Figure 1. Pin map.
Pins as bars across the die edge, other pins in grey.
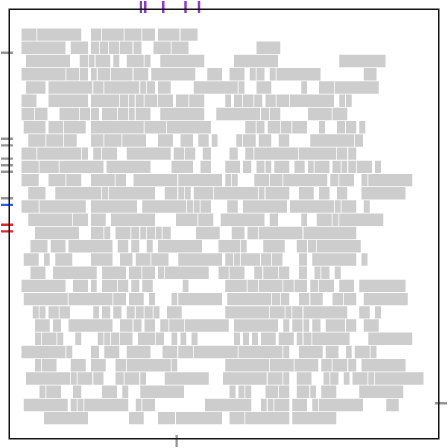
Figure 2. Port wiring.
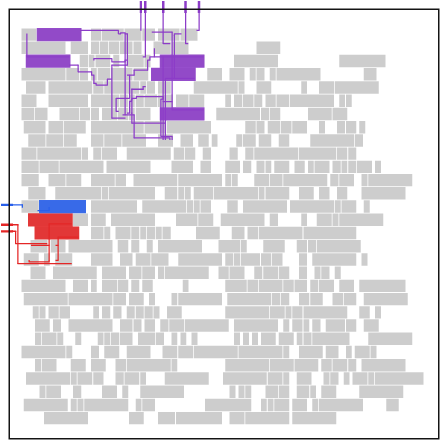
Figure 3. Clock distribution.
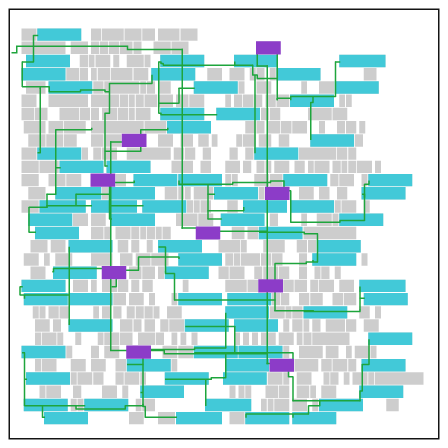
Figure 4. Signal wires by layer.
The bar under the picture is 20 µm long.
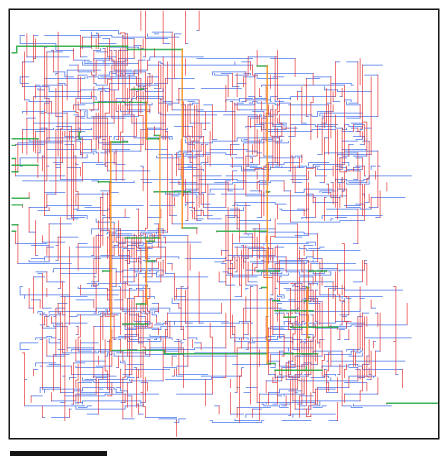
--- config.mk ---
export PLATFORM = sky130hd
export DESIGN_NAME = dds_key_ctrl
export DESIGN_NICKNAME = d
export VERILOG_FILES = /design/src/rtl/dds_key_ctrl_pkg.sv /design/src/rtl/dds_key_ctrl_key_filter.sv /design/src/rtl/dds_key_ctrl.sv
export SDC_FILE = /design/constraint.sdc
export NUM_CORES = 1
export LEC_CHECK = 0
export CAP_MARGIN = 25
export CORE_MARGIN = 2
export CORE_UTILIZATION = 57
export CTS_BUF_LIST = sky130_fd_sc_hd__clkbuf_8
export DETAILED_ROUTE_END_ITERATION = 10
export GPL_TIMING_DRIVEN = 0
export MAX_ROUTING_LAYER = met4
export PLACE_DENSITY = 0.79
export SLEW_MARGIN = 5
export SYNTH_ARGS = -nofsm -noshare
export SYNTH_HDL_FRONTEND = slang
export SYNTH_SLANG_ARGS = --single-unit
export TNS_END_PERCENT = 20
--- constraint.sdc ---
create_clock -name sys_clk -period 3.1 [get_ports sys_clk]
set_input_delay 0.62 -clock sys_clk [delete_from_list [all_inputs] [get_ports sys_clk]]
set_output_delay 0.62 -clock sys_clk [all_outputs]
set_load 0.01 [all_outputs]
--- src/rtl/dds_key_ctrl_pkg.sv ---
`default_nettype none
// ============================================================================
//  Module   : dds_key_ctrl_pkg
//  Purpose  : Constants shared between the front-panel key controller and the
//             DDS controller: debounce hold time, frequency step limits and
//             waveform page encodings.
//  Ports    : none (package)
//  Revision : 1.0 - initial release
// ============================================================================
package dds_key_ctrl_pkg;

    // Debounce hold time in sys_clk cycles (20 ms at 50 MHz).
    localparam logic [19:0] CNT_MAX_DEF = 20'd999_999;

    // Frequency step limits: up to +31 steps, down to -19 steps of 50 kHz.
    localparam logic [4:0]  UP_MAX      = 5'd31;
    localparam logic [4:0]  DN_MAX      = 5'd19;

    // Waveform ROM page select as seen by the DDS controller.
    typedef enum logic [1:0] {
        WAVE_SINE = 2'd0,
        WAVE_1    = 2'd1,
        WAVE_2    = 2'd2,
        WAVE_3    = 2'd3
    } wave_e;

    // Next waveform page; the 2-bit add wraps WAVE_3 back to WAVE_SINE.
    function automatic logic [1:0] wave_next(input logic [1:0] wave);
        return wave + 2'd1;
    endfunction

endpackage : dds_key_ctrl_pkg
`default_nettype wire

--- src/rtl/dds_key_ctrl_key_filter.sv ---
`default_nettype none
// ============================================================================
//  Module   : dds_key_ctrl_key_filter
//  Purpose  : Debounces one active-low push-button. Two-flop synchroniser,
//             then a hold counter that must see the key low for CNT_MAX
//             consecutive cycles; emits a single-cycle press flag.
//  Ports    : sys_clk    - system clock
//             sys_rst_n  - asynchronous active-low reset
//             i_key_in_n - raw button, active-low, asynchronous to sys_clk
//             o_key_flag - one-cycle pulse per accepted press
//  Revision : 1.0 - initial release
// ============================================================================
module dds_key_ctrl_key_filter
    import dds_key_ctrl_pkg::*;
#(
    parameter logic [19:0] CNT_MAX = CNT_MAX_DEF
) (
    input  logic sys_clk,
    input  logic sys_rst_n,
    input  logic i_key_in_n,
    output logic o_key_flag
);

    logic        r_sync1;
    logic        r_sync2;
    logic [19:0] r_cnt;

    // Sync flops reset to 1 (released) so a key held through reset must
    // complete a full hold time again before it is accepted.
    always_ff @(posedge sys_clk or negedge sys_rst_n) begin
        if (!sys_rst_n) begin
            r_sync1 <= 1'b1;
            r_sync2 <= 1'b1;
            r_cnt   <= '0;
        end else begin
            r_sync1 <= i_key_in_n;
            r_sync2 <= r_sync1;
            if (r_sync2) begin
                r_cnt <= '0;
            end else if (r_cnt != CNT_MAX) begin
                r_cnt <= r_cnt + 20'd1;
            end
        end
    end

    // The counter passes CNT_MAX-1 exactly once per press and then parks at
    // CNT_MAX, so a long hold never repeats. Qualifying with the synced level
    // means the key must be seen low for the full CNT_MAX samples.
    assign o_key_flag = !r_sync2 && (r_cnt == (CNT_MAX - 20'd1));

endmodule : dds_key_ctrl_key_filter
`default_nettype wire

--- src/rtl/dds_key_ctrl.sv ---
`default_nettype none
// ============================================================================
//  Module   : dds_key_ctrl
//  Purpose  : Front-panel control stage for the DDS. Debounces the wave,
//             freq-up and freq-down buttons and maintains the waveform select
//             and the up/down frequency step counters consumed by the DDS.
//             Output frequency = 1 MHz + 50 kHz * (freq_counter - freq_counter2).
//  Ports    : sys_clk              - 50 MHz system clock
//             sys_rst_n            - asynchronous active-low reset
//             i_key_wave_n         - wave-select button, active-low
//             i_key_up_n           - freq-up button, active-low
//             i_key_dn_n           - freq-down button, active-low
//             o_waveform_counter   - waveform page select (registered)
//             o_freq_counter       - freq-up step count (registered)
//             o_freq_counter2      - freq-down step count (registered)
//  Revision : 1.0 - initial release
// ============================================================================
module dds_key_ctrl
    import dds_key_ctrl_pkg::*;
#(
    parameter logic [19:0] CNT_MAX = CNT_MAX_DEF
) (
    input  logic       sys_clk,
    input  logic       sys_rst_n,
    input  logic       i_key_wave_n,
    input  logic       i_key_up_n,
    input  logic       i_key_dn_n,
    output logic [1:0] o_waveform_counter,
    output logic [4:0] o_freq_counter,
    output logic [4:0] o_freq_counter2
);

    logic       w_wave_flag;
    logic       w_up_flag;
    logic       w_dn_flag;
    logic       w_up_only;
    logic       w_dn_only;

    logic [1:0] r_wave;
    logic [4:0] r_freq_up;
    logic [4:0] r_freq_dn;

    dds_key_ctrl_key_filter #(.CNT_MAX(CNT_MAX)) u_key_wave (
        .sys_clk    (sys_clk),
        .sys_rst_n  (sys_rst_n),
        .i_key_in_n (i_key_wave_n),
        .o_key_flag (w_wave_flag)
    );

    dds_key_ctrl_key_filter #(.CNT_MAX(CNT_MAX)) u_key_up (
        .sys_clk    (sys_clk),
        .sys_rst_n  (sys_rst_n),
        .i_key_in_n (i_key_up_n),
        .o_key_flag (w_up_flag)
    );

    dds_key_ctrl_key_filter #(.CNT_MAX(CNT_MAX)) u_key_dn (
        .sys_clk    (sys_clk),
        .sys_rst_n  (sys_rst_n),
        .i_key_in_n (i_key_dn_n),
        .o_key_flag (w_dn_flag)
    );

    // Up and down landing in the same cycle cancel each other out.
    assign w_up_only = w_up_flag && !w_dn_flag;
    assign w_dn_only = w_dn_flag && !w_up_flag;

    always_ff @(posedge sys_clk or negedge sys_rst_n) begin
        if (!sys_rst_n) begin
            r_wave    <= WAVE_SINE;
            r_freq_up <= '0;
            r_freq_dn <= '0;
        end else begin
            if (w_wave_flag) begin
                r_wave <= wave_next(r_wave);
            end

            // The two step counters form a signed offset; only one of them
            // is ever non-zero, so a step toward zero always unwinds the
            // opposite counter before growing this one.
            if (w_up_only) begin
                if (r_freq_dn != 5'd0) begin
                    r_freq_dn <= r_freq_dn - 5'd1;
                end else if (r_freq_up < UP_MAX) begin
                    r_freq_up <= r_freq_up + 5'd1;
                end
            end else if (w_dn_only) begin
                if (r_freq_up != 5'd0) begin
                    r_freq_up <= r_freq_up - 5'd1;
                end else if (r_freq_dn < DN_MAX) begin
                    r_freq_dn <= r_freq_dn + 5'd1;
                end
            end
        end
    end

    assign o_waveform_counter = r_wave;
    assign o_freq_counter     = r_freq_up;
    assign o_freq_counter2    = r_freq_dn;

endmodule : dds_key_ctrl
`default_nettype wire

==> impl_metrics.yaml <==
# yosys + openroad results
run_status:
  status: "complete, but fails checks"
  violations: "setup timing"
clock_tree:
  cts_hold_buf: 0
  cts_htree_levels: 3
  ctsLongestPathBuffers: 2
global_route:
  grt_overflow_total: 0
  grt_max_degree: 48
placement:
  hpwl_um: 5084
  pre_cts_ws_ps: -356.4
sta:
  period_used_pct: 100.1
  hold_viol_final: 0
  setup_ws_ps: -3.421
  slew_violations: 0
  setup_viol: 1
logic_synthesis:
  yosys.area.top_type_share_pct: 44.78
  yosys_area_mm2: 0.004024
  synth_flop_count: 78
  synthFlopType: "dfrtp_1"
  syn_avg_cell_area_um2: 10.14
worst_setup_path:
  crit_end: "o_freq_counter[3]"
  crit_cells: 11
  worstSetupPathType: "flop to flop"
drt:
  drc: 0
  drt_pre_antenna_iters: 4
  drt_iter0_drc: 154
  ant_nets: 0
power:
  switchingPower_w: 0.0004585
  switching_share_pct: 23.28
finish:
  areaGrowthSynthToFinish_pct: 17.29
min_path:
  worst_hold_path_type: "input pin to async pin"
Back to the opening pictures, Figure 1:
| port | colour | pins | direction | edge |
|---|---|---|---|---|
| o_waveform_counter | red | 2 | output | west |
| i_key_wave_n | blue | 1 | input | west |
| o_freq_counter2 | purple | 5 | output | north |
I/O Buffers: 16
Die X: 88.02 µm

Back to the opening pictures, Figure 2:
| port | colour | bits | direction | end cells | buffers | wire |
|---|---|---|---|---|---|---|
| i_key_wave_n | blue | 1 | input | 1 | 1 | 5.60 µm |
| o_waveform_counter | red | 2 | output | 2 | 2 | 60.3 µm |
| o_freq_counter2 | purple | 5 | output | 5 | 5 | 281 µm |
I/O Pins: 17

Back to the opening pictures, Figure 3:
[clock drivers] purple | count: 9
[clock wires] green | length: 987 µm
[flip-flops] cyan | count: 78
flops lie: all over the die
clk_skew: 10.45 ps
Clk pwr share: 43.4%
Clock Latency Late Sink: 360 ps

Back to the opening pictures, Figure 4:
| layer | colour | wire length |
|---|---|---|
| metal 2 | red | 3,760 µm |
| metal 3 | green | 218 µm |
| metal 4 | orange | 192 µm |
| metal 1 | blue | 3,740 µm |
GRT Util Overall: 23.52%
Routed WL: 7903 µm
vias: 3,095
DR WL/cell: 14.66 µm

## registers in the layout, summed over array words and instances, names as in the netlist, 2 cells and up
register	cells
u_key_wave.r_cnt	20
u_key_dn.r_cnt	20
o_waveform_counter	2
u_key_up.r_cnt	20
o_freq_counter2	5
o_freq_counter	5
## logic make-up after synthesis
family / share of synthesized area [%]
flops: 48.69
xor+xnor: 12.19
fa+ha+maj: 5.037
buf+inv: 1.586
mux: 0.8395
simple gates: 24.88
compound gates: 6.779
## power by group through the flow
stage / Combinational, W / Sequential [W] / Clock, W
2_1_floorplan: 0.0000282 / 0.00107 / 0
5_1_grt: 0.0000753 / 0.00105 / 0.000907
4_1_cts: 0.0000667 / 0.00105 / 0.000867
6_report: 0.0000641 / 0.00105 / 0.000855
3_3_place_gp: 0.0000590 / 0.00107 / 0
3_5_place_dp: 0.0000665 / 0.00107 / 0
## per-layer routing
layer / part of all wire, % / GRT usage (%)
met2: 48 / 34.57
met4: 2.4 / 11.29
met3: 2.8 / 4.053
met1: 47 / 31.83
met5: 0 / -
## cells in the final DEF (no fill, tap or decap), types with 8 or more instances in the layout
cell,netlist,final
nand2_1,23,23
xnor2_1,19,18
clkdlybuf4s50_1,0,15
xor2_1,37,37
clkbuf_1,8,8
nand4_1,15,15
inv_1,9,8
nand3_1,26,26
clkbuf_8,0,9
o21ai_0,10,9
and3_1,10,10
nor3_1,11,9
buf_4,0,14
nor2_1,57,56
dfrtp_1,72,70
a21oi_1,14,12
ha_1,13,11
## cell type report
cell class | count | area (µm²)
Buffer | 8 | 30.03
Clock buffer | 9 | 123.9
Clock inverter | 7 | 97.59
Fill cell | 526 | 2112
Inverter | 9 | 37.54
Multi-Input combinational cell | 302 | 2066
Sequential cell | 78 | 1962
Tap cell | 96 | 120.1
Timing Repair Buffer | 30 | 282.8
## per-stage QoR
stage / utilization [%] / cells
after floorplan: - / 397
after global placement: 63.24 / 509
after detailed placement: 63.61 / 510
after CTS: 68.28 / 536
after global routing: 69.08 / 539
final: 69.08 / 539
## repair_timing
item,CTS,global route
pin swaps,6,6
resized,8,7
buffers inserted,10,3
setup endpoints to repair,4,5
## worst min path at each step
stage | startpoint | to | slack (ps) | cells past startpoint
2_1_floorplan | sys_rst_n | o_freq_counter2[0] | 320 | 0
3_3_place_gp | u_key_up.r_sync1 | u_key_up.r_sync2 | 350 | 0
3_5_place_dp | u_key_wave.r_sync1 | u_key_wave.r_sync2 | 350 | 0
4_1_cts | sys_rst_n | u_key_up.r_cnt[16] | 190 | 1
5_1_grt | sys_rst_n | u_key_up.r_cnt[15] | 220 | 1
6_report | sys_rst_n | u_key_up.r_cnt[15] | 190 | 1
## worst register-to-register path: stages (launching register included)
cell        delay (ps)
dfrtp_1            400
or4b_4             550
nor4_4             340
and4_4             290
ha_4               160
clkinvlp_4         130
buf_4              170
ha_1               270
a21o_1             180
a21oi_2            170
xnor2_1             80
mux2_2             260
Power and IR drop assume default switching activity.
